**Clock wires, drivers and flops**

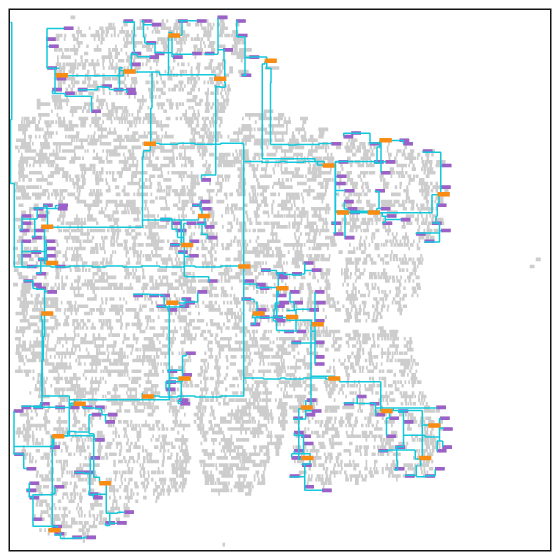
**Sizing map**

The bar under the picture is 100 um long.
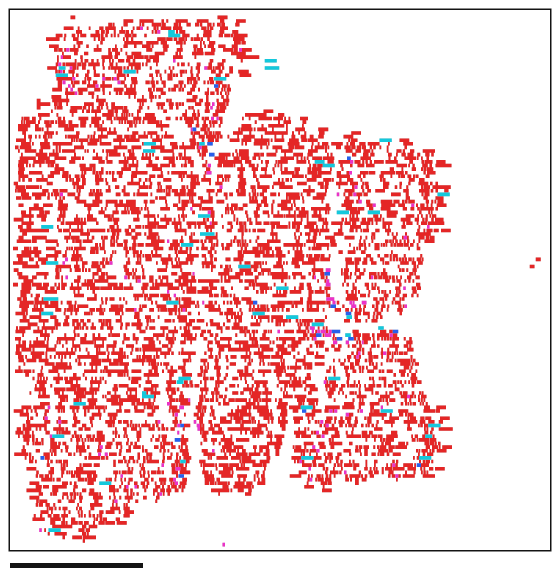
**Sequential cells colored by netlist name**

The bar under the picture is 100 um long. Other sequential cells in the stronger gray, the rest of the logic in the fainter gray.
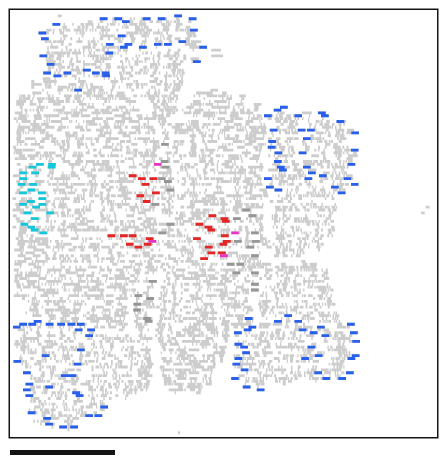
**Cells colored by class**

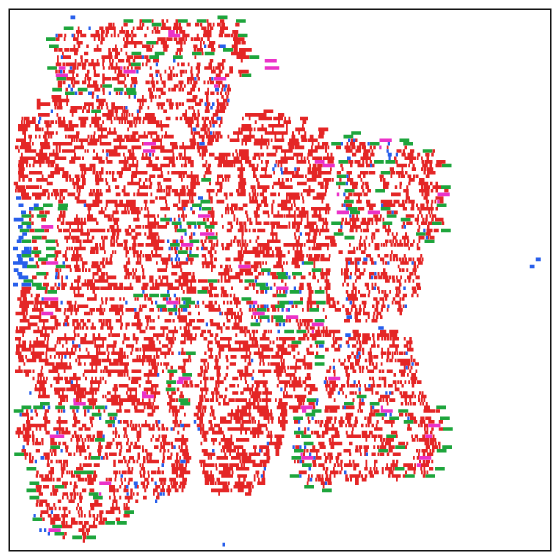
## config.mk

```make
export PLATFORM = sky130hd
export DESIGN_NAME = bank_manager
export DESIGN_NICKNAME = d
export VERILOG_FILES = /design/src/rtl/synth_pkg.sv /design/src/rtl/bank_manager_voice_gen.sv /design/src/rtl/bank_manager.sv
export SDC_FILE = /design/constraint.sdc
export NUM_CORES = 2
export LEC_CHECK = 0
export ABC_AREA = 1
export CAP_MARGIN = 30
export CORE_MARGIN = 2
export CORE_UTILIZATION = 25
export DETAILED_ROUTE_END_ITERATION = 10
export GPL_TIMING_DRIVEN = 0
export HOLD_SLACK_MARGIN = 0.05
export PLACE_DENSITY = 0.46
export RECOVER_POWER = 50
export SLEW_MARGIN = 20
export SYNTH_ARGS = -nofsm -noshare
export SYNTH_HDL_FRONTEND = slang
export SYNTH_SLANG_ARGS = --single-unit
```

## constraint.sdc

```tcl
create_clock -name clk -period 14.9 [get_ports clk]
set_input_delay 3.725 -clock clk [delete_from_list [all_inputs] [get_ports clk]]
set_output_delay 3.725 -clock clk [all_outputs]
set_load 0.05 [all_outputs]
```

## src/rtl/synth_pkg.sv

```systemverilog
// Shared constants for the voice bank: command codes, field widths and the
// per-semitone phase-increment table for the lowest octave.
package synth_pkg;

  localparam int NOTE_W   = 7;
  localparam int VEL_W    = 7;
  localparam int PHASE_W  = 32;
  localparam int SAMPLE_W = 24;

  localparam logic [1:0] CMD_NONE   = 2'b00;
  localparam logic [1:0] CMD_ON     = 2'b01;
  localparam logic [1:0] CMD_OFF    = 2'b10;
  localparam logic [1:0] CMD_ALLOFF = 2'b11;

  // round(440 * 2^((k-69)/12) * 2^32 / 96000), notes 0..11
  function automatic logic [PHASE_W-1:0] base_inc_96k(input logic [3:0] k);
    case (k)
      4'd0:    return 32'd365779;
      4'd1:    return 32'd387529;
      4'd2:    return 32'd410573;
      4'd3:    return 32'd434987;
      4'd4:    return 32'd460853;
      4'd5:    return 32'd488256;
      4'd6:    return 32'd517290;
      4'd7:    return 32'd548049;
      4'd8:    return 32'd580638;
      4'd9:    return 32'd615165;
      4'd10:   return 32'd651744;
      4'd11:   return 32'd690499;
      default: return 32'd0;
    endcase
  endfunction

  // Rescale the 96 kHz table to another sample rate (exact at 96 kHz).
  function automatic logic [PHASE_W-1:0] base_inc(input logic [3:0] k, input int fs_hz);
    return PHASE_W'((64'(base_inc_96k(k)) * 64'd96000 + 64'(fs_hz / 2)) / 64'(fs_hz));
  endfunction

endpackage

```

## src/rtl/bank_manager_voice_gen.sv

```systemverilog
// One sawtooth voice: note/velocity registers, 32-bit phase accumulator and
// the velocity-scaled sample taken from the phase before it advances.
module voice_gen
  import synth_pkg::*;
#(
  parameter int FS_HZ = 96000
) (
  input  logic                       clk,
  input  logic                       reset,
  input  logic                       clk_en,
  input  logic                       start,
  input  logic                       stop,
  input  logic [NOTE_W-1:0]          note_in,
  input  logic [VEL_W-1:0]           vel_in,
  output logic                       busy,
  output logic [NOTE_W-1:0]          note,
  output logic signed [SAMPLE_W-1:0] sample
);

  logic                busy_q,  busy_d;
  logic [NOTE_W-1:0]   note_q,  note_d;
  logic [VEL_W-1:0]    vel_q,   vel_d;
  logic [PHASE_W-1:0]  phase_q, phase_d;

  logic [PHASE_W-1:0]  inc_tab [16];
  logic [3:0]          semi;
  logic [3:0]          octave;
  logic [PHASE_W-1:0]  inc;
  logic signed [SAMPLE_W-1:0] prod;

  for (genvar k = 0; k < 16; k++) begin : g_tab
    assign inc_tab[k] = base_inc(4'(k), FS_HZ);
  end

  assign semi   = 4'(note_q % 7'd12);
  assign octave = 4'(note_q / 7'd12);
  assign inc    = inc_tab[semi] << octave;

  assign prod   = $signed(phase_q[PHASE_W-1 -: 16]) * $signed({1'b0, vel_q});
  assign sample = busy_q ? prod : '0;
  assign busy   = busy_q;
  assign note   = note_q;

  // A command on the same edge as clk_en wins over the phase advance.
  always_comb begin
    busy_d  = busy_q;
    note_d  = note_q;
    vel_d   = vel_q;
    phase_d = phase_q;
    if (clk_en && busy_q) phase_d = phase_q + inc;
    if (stop) begin
      busy_d  = 1'b0;
      phase_d = '0;
    end
    if (start) begin
      busy_d  = 1'b1;
      note_d  = note_in;
      vel_d   = vel_in;
      phase_d = '0;
    end
  end

  always_ff @(posedge clk) begin
    if (reset) begin
      busy_q  <= 1'b0;
      note_q  <= '0;
      vel_q   <= '0;
      phase_q <= '0;
    end else begin
      busy_q  <= busy_d;
      note_q  <= note_d;
      vel_q   <= vel_d;
      phase_q <= phase_d;
    end
  end

endmodule

```

## src/rtl/bank_manager.sv

```systemverilog
// Polyphonic sawtooth bank: decodes note commands, allocates/steals voices and
// produces the saturated sum of all voices once per sample enable.
module bank_manager
  import synth_pkg::*;
#(
  parameter int NVOICES = 4,
  parameter int FS_HZ   = 96000
) (
  input  logic                       clk,
  input  logic                       reset,
  input  logic                       clk_en,
  input  logic [15:0]                i_data,
  output logic signed [SAMPLE_W-1:0] o_signal
);

  localparam int PTR_W = (NVOICES > 1) ? $clog2(NVOICES) : 1;
  localparam int SUM_W = SAMPLE_W + PTR_W;
  localparam logic signed [SUM_W-1:0] SAT_MAX = SUM_W'(8388607);
  localparam logic signed [SUM_W-1:0] SAT_MIN = SUM_W'(-8388608);

  logic [1:0]          cmd;
  logic [NOTE_W-1:0]   cmd_note;
  logic [VEL_W-1:0]    cmd_vel;
  logic                note_on, note_off, all_off;

  logic [NVOICES-1:0]  busy, match, start, stop;
  logic [NOTE_W-1:0]   vnote   [NVOICES];
  logic signed [SAMPLE_W-1:0] vsample [NVOICES];

  logic [PTR_W-1:0]    ptr_q, ptr_d;
  logic [PTR_W-1:0]    target;
  logic signed [SAMPLE_W-1:0] sig_q, sig_d;
  logic signed [SUM_W-1:0]    sum;

  assign cmd      = i_data[15:14];
  assign cmd_note = i_data[13:7];
  assign cmd_vel  = i_data[6:0];
  assign note_on  = (cmd == CMD_ON) && (cmd_vel != '0);
  assign note_off = (cmd == CMD_OFF) || ((cmd == CMD_ON) && (cmd_vel == '0));
  assign all_off  = (cmd == CMD_ALLOFF);

  for (genvar v = 0; v < NVOICES; v++) begin : g_voice
    voice_gen #(.FS_HZ(FS_HZ)) u_voice (
      .clk     (clk),
      .reset   (reset),
      .clk_en  (clk_en),
      .start   (start[v]),
      .stop    (stop[v]),
      .note_in (cmd_note),
      .vel_in  (cmd_vel),
      .busy    (busy[v]),
      .note    (vnote[v]),
      .sample  (vsample[v])
    );
    assign match[v] = busy[v] && (vnote[v] == cmd_note);
  end

  assign stop = all_off ? '1 : (note_off ? match : '0);

  // Retrigger beats free allocation, which beats stealing; only a steal moves the pointer.
  always_comb begin
    start  = '0;
    ptr_d  = ptr_q;
    target = ptr_q;
    if (note_on) begin
      if (|match) begin
        for (int i = NVOICES - 1; i >= 0; i--)
          if (match[i]) target = PTR_W'(i);
      end else if (!(&busy)) begin
        for (int i = NVOICES - 1; i >= 0; i--)
          if (!busy[i]) target = PTR_W'(i);
      end else begin
        ptr_d = ptr_q + 1'b1;
      end
      start[target] = 1'b1;
    end
  end

  always_comb begin
    sum = '0;
    for (int i = 0; i < NVOICES; i++)
      sum = sum + SUM_W'(vsample[i]);
    sig_d = sig_q;
    if (clk_en) begin
      if (sum > SAT_MAX)      sig_d = SAT_MAX[SAMPLE_W-1:0];
      else if (sum < SAT_MIN) sig_d = SAT_MIN[SAMPLE_W-1:0];
      else                    sig_d = sum[SAMPLE_W-1:0];
    end
  end

  always_ff @(posedge clk) begin
    if (reset) begin
      ptr_q <= '0;
      sig_q <= '0;
    end else begin
      ptr_q <= ptr_d;
      sig_q <= sig_d;
    end
  end

  assign o_signal = sig_q;

endmodule

```

==> impl_metrics.env <==
# flow metrics
export IMPL_outcome="finished clean"
export IMPL_drive_above_1_share=0.03154
export IMPL_arrival_ns=10.25
export IMPL_fp_row_count=147
export IMPL_switchingPower_uw=724.9
export IMPL_postSynth_topFlopCell="dfxtp_1"
export IMPL_first_global_vias=39343
export IMPL_ys_cells=6304
export IMPL_cpLargestDelayFamily="adder cells"
export IMPL_critical_path_peak_fanout=10
export IMPL_route_met3_wl_um=7386
export IMPL_tritonroute_pass_1_iters=6
export IMPL_synth_distinct_cells=57
export IMPL_nNetsFinal=7165
export IMPL_p_seq_uw=591
export IMPL_netSwitchingFraction=0.3684
export IMPL_topCombFamilyByArea="adder cells"
export IMPL_cts_hold_buffers_added=0
export IMPL_post_synth_and_or_nand_nor_area_fraction=0.2914
export IMPL_syn_inst=6304
export IMPL_rsz0062_at_grt="no"
export IMPL_setup_viol=0
export IMPL_global_route_usage_met2=0.2680
export IMPL_xors_xnors_by_area=0.02721
export IMPL_internal_power_uw=1243
export IMPL_detailedPlacementHpwl_um=114600
export IMPL_synth_area_sq_mm=0.04056
export IMPL_maxClockFrequency_ghz=0.1029
export IMPL_cell_with_the_most_instances_after_synthesis="nand2_1"
export IMPL_clock_net_power_uw=856
export IMPL_number_of_instances_resized_during_post_cts_repair=0
export IMPL_power_static_leakage_uw=0.02461
export IMPL_root_buffer="clkbuf_16"
export IMPL_pwr_share_comb=0.265
export IMPL_drv_cap=0
export IMPL_grt_max_degree=11
export IMPL_routed_wl_met2_um=60600
export IMPL_lay_top_cells="1579 x nand2_1, 1197 x inv_1, 638 x nand3_1"
export IMPL_total_number_of_h_tree_levels=2
export IMPL_cts_tree="done"
export IMPL_die_x_um=406.8
export IMPL_grt_util_met3=0.03094
export IMPL_floorplan_core_util=0.2523
export IMPL_power_density_mw_per_mm2=43.98
export IMPL_vdd_drop_max_mv=0.05699
export IMPL_worst_skew_pair_late_latency_ns=0.61
export IMPL_totalNegativeSetupSlack_ns=0
export IMPL_design_core_area_sq_mm=0.1608
export IMPL_maxSlewViolCount=0
export IMPL_share_of_power_burned_in_registers=0.300
export IMPL_pg_comb_uw=521
export IMPL_post_route_clock_period_utilization=0.6522
export IMPL_final_common_cell="nand2_1"
export IMPL_maxSlewHeadroom=0.3507
export IMPL_initial_antenna_violation_count=9
export IMPL_grt_total_usage=0.1682
export IMPL_io_pin_count=43
export IMPL_clock_power_share=0.435
export IMPL_ant_nets=0
export IMPL_top_layer="met5"
export IMPL_clk_transition_reported_paths_ns=0.06
export IMPL_drt_first_iter_violations=2790
export IMPL_cpPeakStageDelay_ns=0.73
export IMPL_path_buffers=9
export IMPL_cts_made_buffers=34
export IMPL_totalWireLength_um=137500
export IMPL_floorplan_die_height_um=406.8
export IMPL_asyncSetResetFlopFracSynth=0
export IMPL_die_area_sq_mm=0.1655
export IMPL_synthesized_area_fraction_occupied_by_adder_cells=0.3098
export IMPL_top_cells_by_count="1575 x nand2_1, 1195 x inv_1, 638 x nand3_1"
export IMPL_final_hold_viol_count=0
export IMPL_met1_usage=0.2305
export IMPL_stage_log_warnings=50
export IMPL_post_synth_main_area_contributors="fa_1 20%, nand2_1 15%, ha_1 11%"
export IMPL_maxPowerGroup="the clock network"
export IMPL_timing_critical_path_to_type="register"
export IMPL_enable_flop_cells=0
export IMPL_grt_ovfl_total=0
export IMPL_final_setup_skew_ns=0.04113
export IMPL_post_route_min_period_ns=9.717
export IMPL_detail_route_wirelength_met1_um=65320
About 'clock wires, drivers and flops':
Cyan marks clock wires, length 5420 um. Orange marks clock drivers, count 34. Purple marks flip-flops, count 214.
Position of the flops: spread over the die. There are 35 routed clock nets.

About 'sizing map':
Magenta marks _2 cells, cells 133, share 2.1%, most used or2_2. Cyan marks _6 and larger, cells 49, share 0.77%, most used clkbuf_16. Blue marks _3 and _4 cells, cells 20, share 0.31%, most used nand2_4. Red marks _0 and _1 cells, cells 6202, share 97%, most used nand2_1.

About 'sequential cells colored by netlist name':
Magenta marks g_voice.u_voice.busy, flops 4, where center. Cyan marks o_signal, flops 24, where middle left. Red marks g_voice.u_voice.vel_q, flops 28, where center. Blue marks g_voice.u_voice.phase_q, flops 128, where spread over the die.
Another 30 sequential cells are not colored.

About 'cells colored by class':
Red marks combinational and other logic, cells 5831. Magenta marks clock drivers and dummy loads, cells 60. Green marks flops, cells 214. Blue marks other buffers and delay cells, cells 299.

metrics by stage:
step	instances	total power (uW)	setup slack (ns)	instance area, sq um	util
finish	8565	1968	5.183	44740	0.2783
CTS	8564	2003	5.190	44770	0.2785
floorplan	6307	968.4	7.295	40570	-
global placement	8502	1125	5.219	43630	0.2714
global route	8564	2080	4.430	44740	0.2783
detailed placement	8504	1122	5.215	43640	0.2714
area by class of cell:
type | count | area (sq um) | area share
clock inverters | 13 | 173.9 | 0.003887
repair buffers | 37 | 360.3 | 0.008054
multi-input cells | 4616 | 30610 | 0.6841
inverters | 1215 | 4562 | 0.1020
plain buffers | 262 | 1086 | 0.02427
clock buffers | 47 | 960.9 | 0.02148
flip-flops and latches | 214 | 4284 | 0.09576
well taps | 2160 | 2703 | 0.06041
diodes | 1 | 2.502 | 0.00005593
registers in the layout, summed over array words and instances (netlist names):
register and cells:
g_voice.u_voice.phase_q 128, g_voice.u_voice.vel_q 28, ptr_q 2, g_voice.u_voice.note 28, o_signal 24, g_voice.u_voice.busy 4
worst paths after layout:
check | start | endpoint | slack (ns) | depth (start not counted)
hold reg to reg | g_voice[1].u_voice.phase_q[13]$_SDFFE_PP0P_ | g_voice[1].u_voice.phase_q[13]$_SDFFE_PP0P_ | 0.47 | 2
setup / recovery | g_voice[0].u_voice.vel_q[4]$_SDFFE_PP0P_ | o_signal[8]$_SDFFE_PP0P_ | 5.18 | 34
hold / removal | g_voice[1].u_voice.phase_q[13]$_SDFFE_PP0P_ | g_voice[1].u_voice.phase_q[13]$_SDFFE_PP0P_ | 0.47 | 2
setup reg to reg | g_voice[0].u_voice.vel_q[4]$_SDFFE_PP0P_ | o_signal[8]$_SDFFE_PP0P_ | 5.18 | 34
No activity file was given, so power comes from the tool's default toggle rates.
